**src/rtl/seg7_pkg.sv**
```systemverilog
// Shared types and the hex-to-segment map for the seven-segment scan driver.
// Segment vectors are active-low, ordered {g,f,e,d,c,b,a}.
package seg7_pkg;

  typedef logic [6:0] seg_t;

  localparam seg_t SEG_OFF = 7'h7F;

  localparam seg_t SEG_TABLE [16] = '{
    7'h40, 7'h79, 7'h24, 7'h30, 7'h19, 7'h12, 7'h02, 7'h78,
    7'h00, 7'h10, 7'h08, 7'h03, 7'h27, 7'h21, 7'h04, 7'h0E
  };

  function automatic seg_t hex_to_seg(input logic [3:0] hex);
    return SEG_TABLE[hex];
  endfunction

endpackage

```
**src/rtl/seg7_lz_mask.sv**
```systemverilog
// Leading-zero suppress mask: bit i set when digit i and every higher digit are zero.
// Digit 0 is never suppressed so a zero value still shows a single "0".
module seg7_lz_mask #(
  parameter int NUM_DIGITS = 4
) (
  input  logic [4*NUM_DIGITS-1:0] digits,
  input  logic                    lz_suppress,
  output logic [NUM_DIGITS-1:0]   suppress
);

  logic upper_zero;

  always_comb begin
    upper_zero = 1'b1;
    suppress   = '0;
    // Walk from the most significant digit down, carrying "all zero so far".
    for (int i = NUM_DIGITS - 1; i >= 0; i--) begin
      upper_zero  = upper_zero & (digits[4*i +: 4] == 4'h0);
      suppress[i] = lz_suppress & (i != 0) & upper_zero;
    end
  end

endmodule

```
**src/rtl/seg7_scan_driver.sv**
```systemverilog
// Time-multiplexed N-digit common-anode seven-segment driver with shadowed
// digit data, per-slot dead time and leading-zero suppression. Outputs are registered.
module seg7_scan_driver
  import seg7_pkg::*;
#(
  parameter int NUM_DIGITS   = 4,
  parameter int REFRESH_DIV  = 100000,
  parameter int GHOST_CYCLES = 1000
) (
  input  logic                    clk,
  input  logic                    reset,
  input  logic                    load,
  input  logic [4*NUM_DIGITS-1:0] digits,
  input  logic [NUM_DIGITS-1:0]   blank,
  input  logic [NUM_DIGITS-1:0]   dp_in,
  input  logic                    lz_suppress,
  output logic [6:0]              CATHODE,
  output logic                    DP,
  output logic [NUM_DIGITS-1:0]   ANODE
);

  localparam int CNT_W = (REFRESH_DIV > 2) ? $clog2(REFRESH_DIV) : 1;
  localparam int IDX_W = (NUM_DIGITS > 1) ? $clog2(NUM_DIGITS) : 1;
  localparam logic [CNT_W-1:0] CNT_LAST  = CNT_W'(REFRESH_DIV - 1);
  localparam logic [CNT_W-1:0] GHOST_END = CNT_W'(GHOST_CYCLES);
  localparam logic [IDX_W-1:0] IDX_LAST  = IDX_W'(NUM_DIGITS - 1);

  logic [CNT_W-1:0]        cnt_q, cnt_d;
  logic [IDX_W-1:0]        idx_q, idx_d;
  logic [4*NUM_DIGITS-1:0] sh_digits_q, sh_digits_d;
  logic [NUM_DIGITS-1:0]   sh_blank_q, sh_blank_d;
  logic [NUM_DIGITS-1:0]   sh_dp_q, sh_dp_d;
  logic [NUM_DIGITS-1:0]   anode_q, anode_d;
  seg_t                    cathode_q, cathode_d;
  logic                    dp_q, dp_d;

  logic [NUM_DIGITS-1:0]   lz_mask;
  logic [3:0]              cur_digit;
  logic                    dark;

  seg7_lz_mask #(
    .NUM_DIGITS (NUM_DIGITS)
  ) u_lz_mask (
    .digits      (sh_digits_q),
    .lz_suppress (lz_suppress),
    .suppress    (lz_mask)
  );

  always_comb begin
    cnt_d       = cnt_q + 1'b1;
    idx_d       = idx_q;
    sh_digits_d = sh_digits_q;
    sh_blank_d  = sh_blank_q;
    sh_dp_d     = sh_dp_q;
    anode_d     = '1;
    cathode_d   = SEG_OFF;
    dp_d        = 1'b1;

    if (cnt_q == CNT_LAST) begin
      cnt_d = '0;
      idx_d = (idx_q == IDX_LAST) ? '0 : idx_q + 1'b1;
    end

    if (load) begin
      sh_digits_d = digits;
      sh_blank_d  = blank;
      sh_dp_d     = dp_in;
    end

    // Outputs follow the pre-edge counters, so they trail the scan by one cycle.
    cur_digit = sh_digits_q[int'(idx_q)*4 +: 4];
    dark      = sh_blank_q[idx_q] | (cnt_q < GHOST_END) | lz_mask[idx_q];
    if (!dark) begin
      anode_d[idx_q] = 1'b0;
      cathode_d      = hex_to_seg(cur_digit);
      dp_d           = ~sh_dp_q[idx_q];
    end
  end

  always_ff @(posedge clk) begin
    if (reset) begin
      cnt_q       <= '0;
      idx_q       <= '0;
      sh_digits_q <= '0;
      sh_blank_q  <= '0;
      sh_dp_q     <= '0;
      anode_q     <= '1;
      cathode_q   <= SEG_OFF;
      dp_q        <= 1'b1;
    end else begin
      cnt_q       <= cnt_d;
      idx_q       <= idx_d;
      sh_digits_q <= sh_digits_d;
      sh_blank_q  <= sh_blank_d;
      sh_dp_q     <= sh_dp_d;
      anode_q     <= anode_d;
      cathode_q   <= cathode_d;
      dp_q        <= dp_d;
    end
  end

  assign ANODE   = anode_q;
  assign CATHODE = cathode_q;
  assign DP      = dp_q;

endmodule

```
**config.mk**
```make
export PLATFORM = sky130hd
export DESIGN_NAME = seg7_scan_driver
export DESIGN_NICKNAME = d
export VERILOG_FILES = /design/src/rtl/seg7_pkg.sv /design/src/rtl/seg7_lz_mask.sv /design/src/rtl/seg7_scan_driver.sv
export SDC_FILE = /design/constraint.sdc
export NUM_CORES = 1
export LEC_CHECK = 0
export CAP_MARGIN = 5
export CORE_MARGIN = 5
export CORE_UTILIZATION = 45
export DETAILED_ROUTE_END_ITERATION = 6
export PLACE_DENSITY = 0.69
export SLEW_MARGIN = 40
export SYNTH_ARGS = -nofsm -noshare
export SYNTH_HDL_FRONTEND = slang
export SYNTH_SLANG_ARGS = --single-unit
```
**constraint.sdc**
```tcl
create_clock -name clk -period 2.5 [get_ports clk]
set_input_delay 0.75 -clock clk [delete_from_list [all_inputs] [get_ports clk]]
set_output_delay 0.75 -clock clk [all_outputs]
set_load 0.01 [all_outputs]
```
floorplan.png
Scale bar: 20 um. Pins as bars on the die edge. Tap cells in gray.
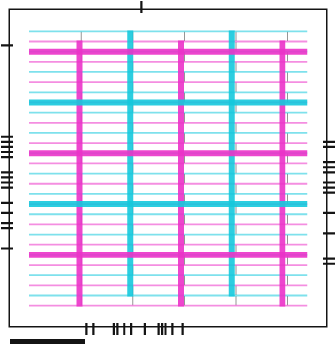
| net | color |
|---|---|
| VDD | cyan |
| VSS | magenta |
met4 straps: 5
met1 rails: 28
maximum vdd drop: 0.317 mV
Die H: 84.6 um

class_map.png
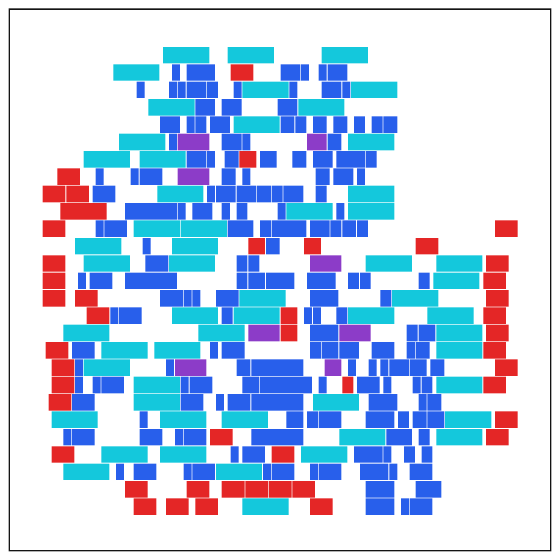
| class | color | cells |
|---|---|---|
| clock drivers and dummy loads | purple | 8 |
| remaining logic cells | blue | 180 |
| remaining buffers and delay cells | red | 46 |
| sequential cells | cyan | 55 |
post-route design area: 3050 um2
Finished Core Util: 55.8%

clock_wires.png
Scale bar: 20 um.
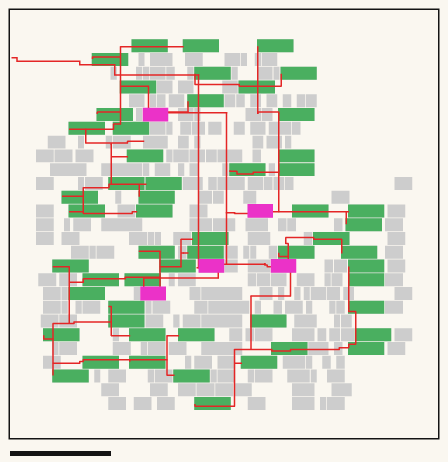
[flip-flops] green | count: 55
[clock-net drivers] magenta | count: 5
[clock wires] red | length: 624 um
flops lie: spread over the die
routed clock nets: 6
Clk pwr share: 32.3%
clk latency late pin: 0.31 ns
Max Clock Skew: 0.0116 ns
Power Clock: 0.000515 W

==> results_slide.txt <==
Synthesis and Place & Route Summary

STA
  • Hold_ws: 0.461 ns
  • Final worst path period need: 2.05 ns
  • Tightest Pin Transition: 0.650 ns
  • Max Transition Viols Final: 0
  • Setup TNS: 0 ns

Pwr
  • Sequential Power Share: 57.8%
  • NetSw: 0.000375 W
  • Power Internal: 0.00122 W
  • Combinational power: 0.000159 W

Critical path
  • Worst Path Max Fanout: 7

Logic synthesis
  • Aoi share: 5.65%
  • Synthesized area: 2500 um2
  • XOR-XNOR Cells, Area Fraction: 4.55%
  • Ys async rst share: 0%
  • Top_reg_cell synth: dfxtp_1
  • Syn nets: 290
  • Post-synth cell types: 35
  • Post-synth EDFFs: 0
  • Synth Area per Inst: 9.97 um2
  • Mapped Cells: 251

GRT
  • First-pass GRT wire length: 8160 um
  • Tot GR Track Use: 14.0%
  • Largest net degree at the start of global routing: 25

Layout
  • Share of layout cells above drive strength 1: 8.65%
  • Seq Cell Count: 55
  • # nets final: 327
  • Number of fill cells: 497
  • Dominant kind of cell: multi-input combinational cells
  • Area Growth Syn to Fin: 22.0%
  • Non-clk invs: 7

Detailed routing
  • Pre-Repair DR Iteration Count: 4
  • DRC violations left: 0
  • Vias per cell: 5.14
  • M1 WL: 2300 um
  • Number of nets with antenna violations after routing: 0

Clock network
  • CTS resizes: 0
  • CTS sink cnt: 55
  • Post-CTS setup buffer count: 0

Job
  • Max_cap viols: 0

Run status
  • Outcome: complete, no violations

Place
  • Gpl congestion: 0.813

Worst hold path
  • Hold WC Path Type: reg -> reg

Floorplan
  • # IOs: 40
  • Horiz. Die Dim: 84.6 um
## final timing paths
| path | endpoint | from | slack [ns] | depth (start not counted) |
|---|---|---|---|---|
| worst max-delay path | CATHODE[0]$_SDFF_PP1_ | idx_q[0]$_SDFFE_PP0N_ | 0.45 | 5 |
| worst min-delay path | cnt_q[0]$_SDFF_PP0_ | cnt_q[0]$_SDFF_PP0_ | 0.46 | 1 |
| worst max register to register | CATHODE[0]$_SDFF_PP1_ | idx_q[0]$_SDFFE_PP0N_ | 0.45 | 5 |
| worst min register to register | cnt_q[0]$_SDFF_PP0_ | cnt_q[0]$_SDFF_PP0_ | 0.46 | 1 |
## critical path: stages, from the launching register on
cell     delay, ns
dfxtp_1       0.48
mux4_2        0.64
ha_1          0.30
mux2_1        0.31
mux2i_1       0.13
nand3_1       0.08
Power figures rest on the tool's default switching activity, not on a simulated workload.
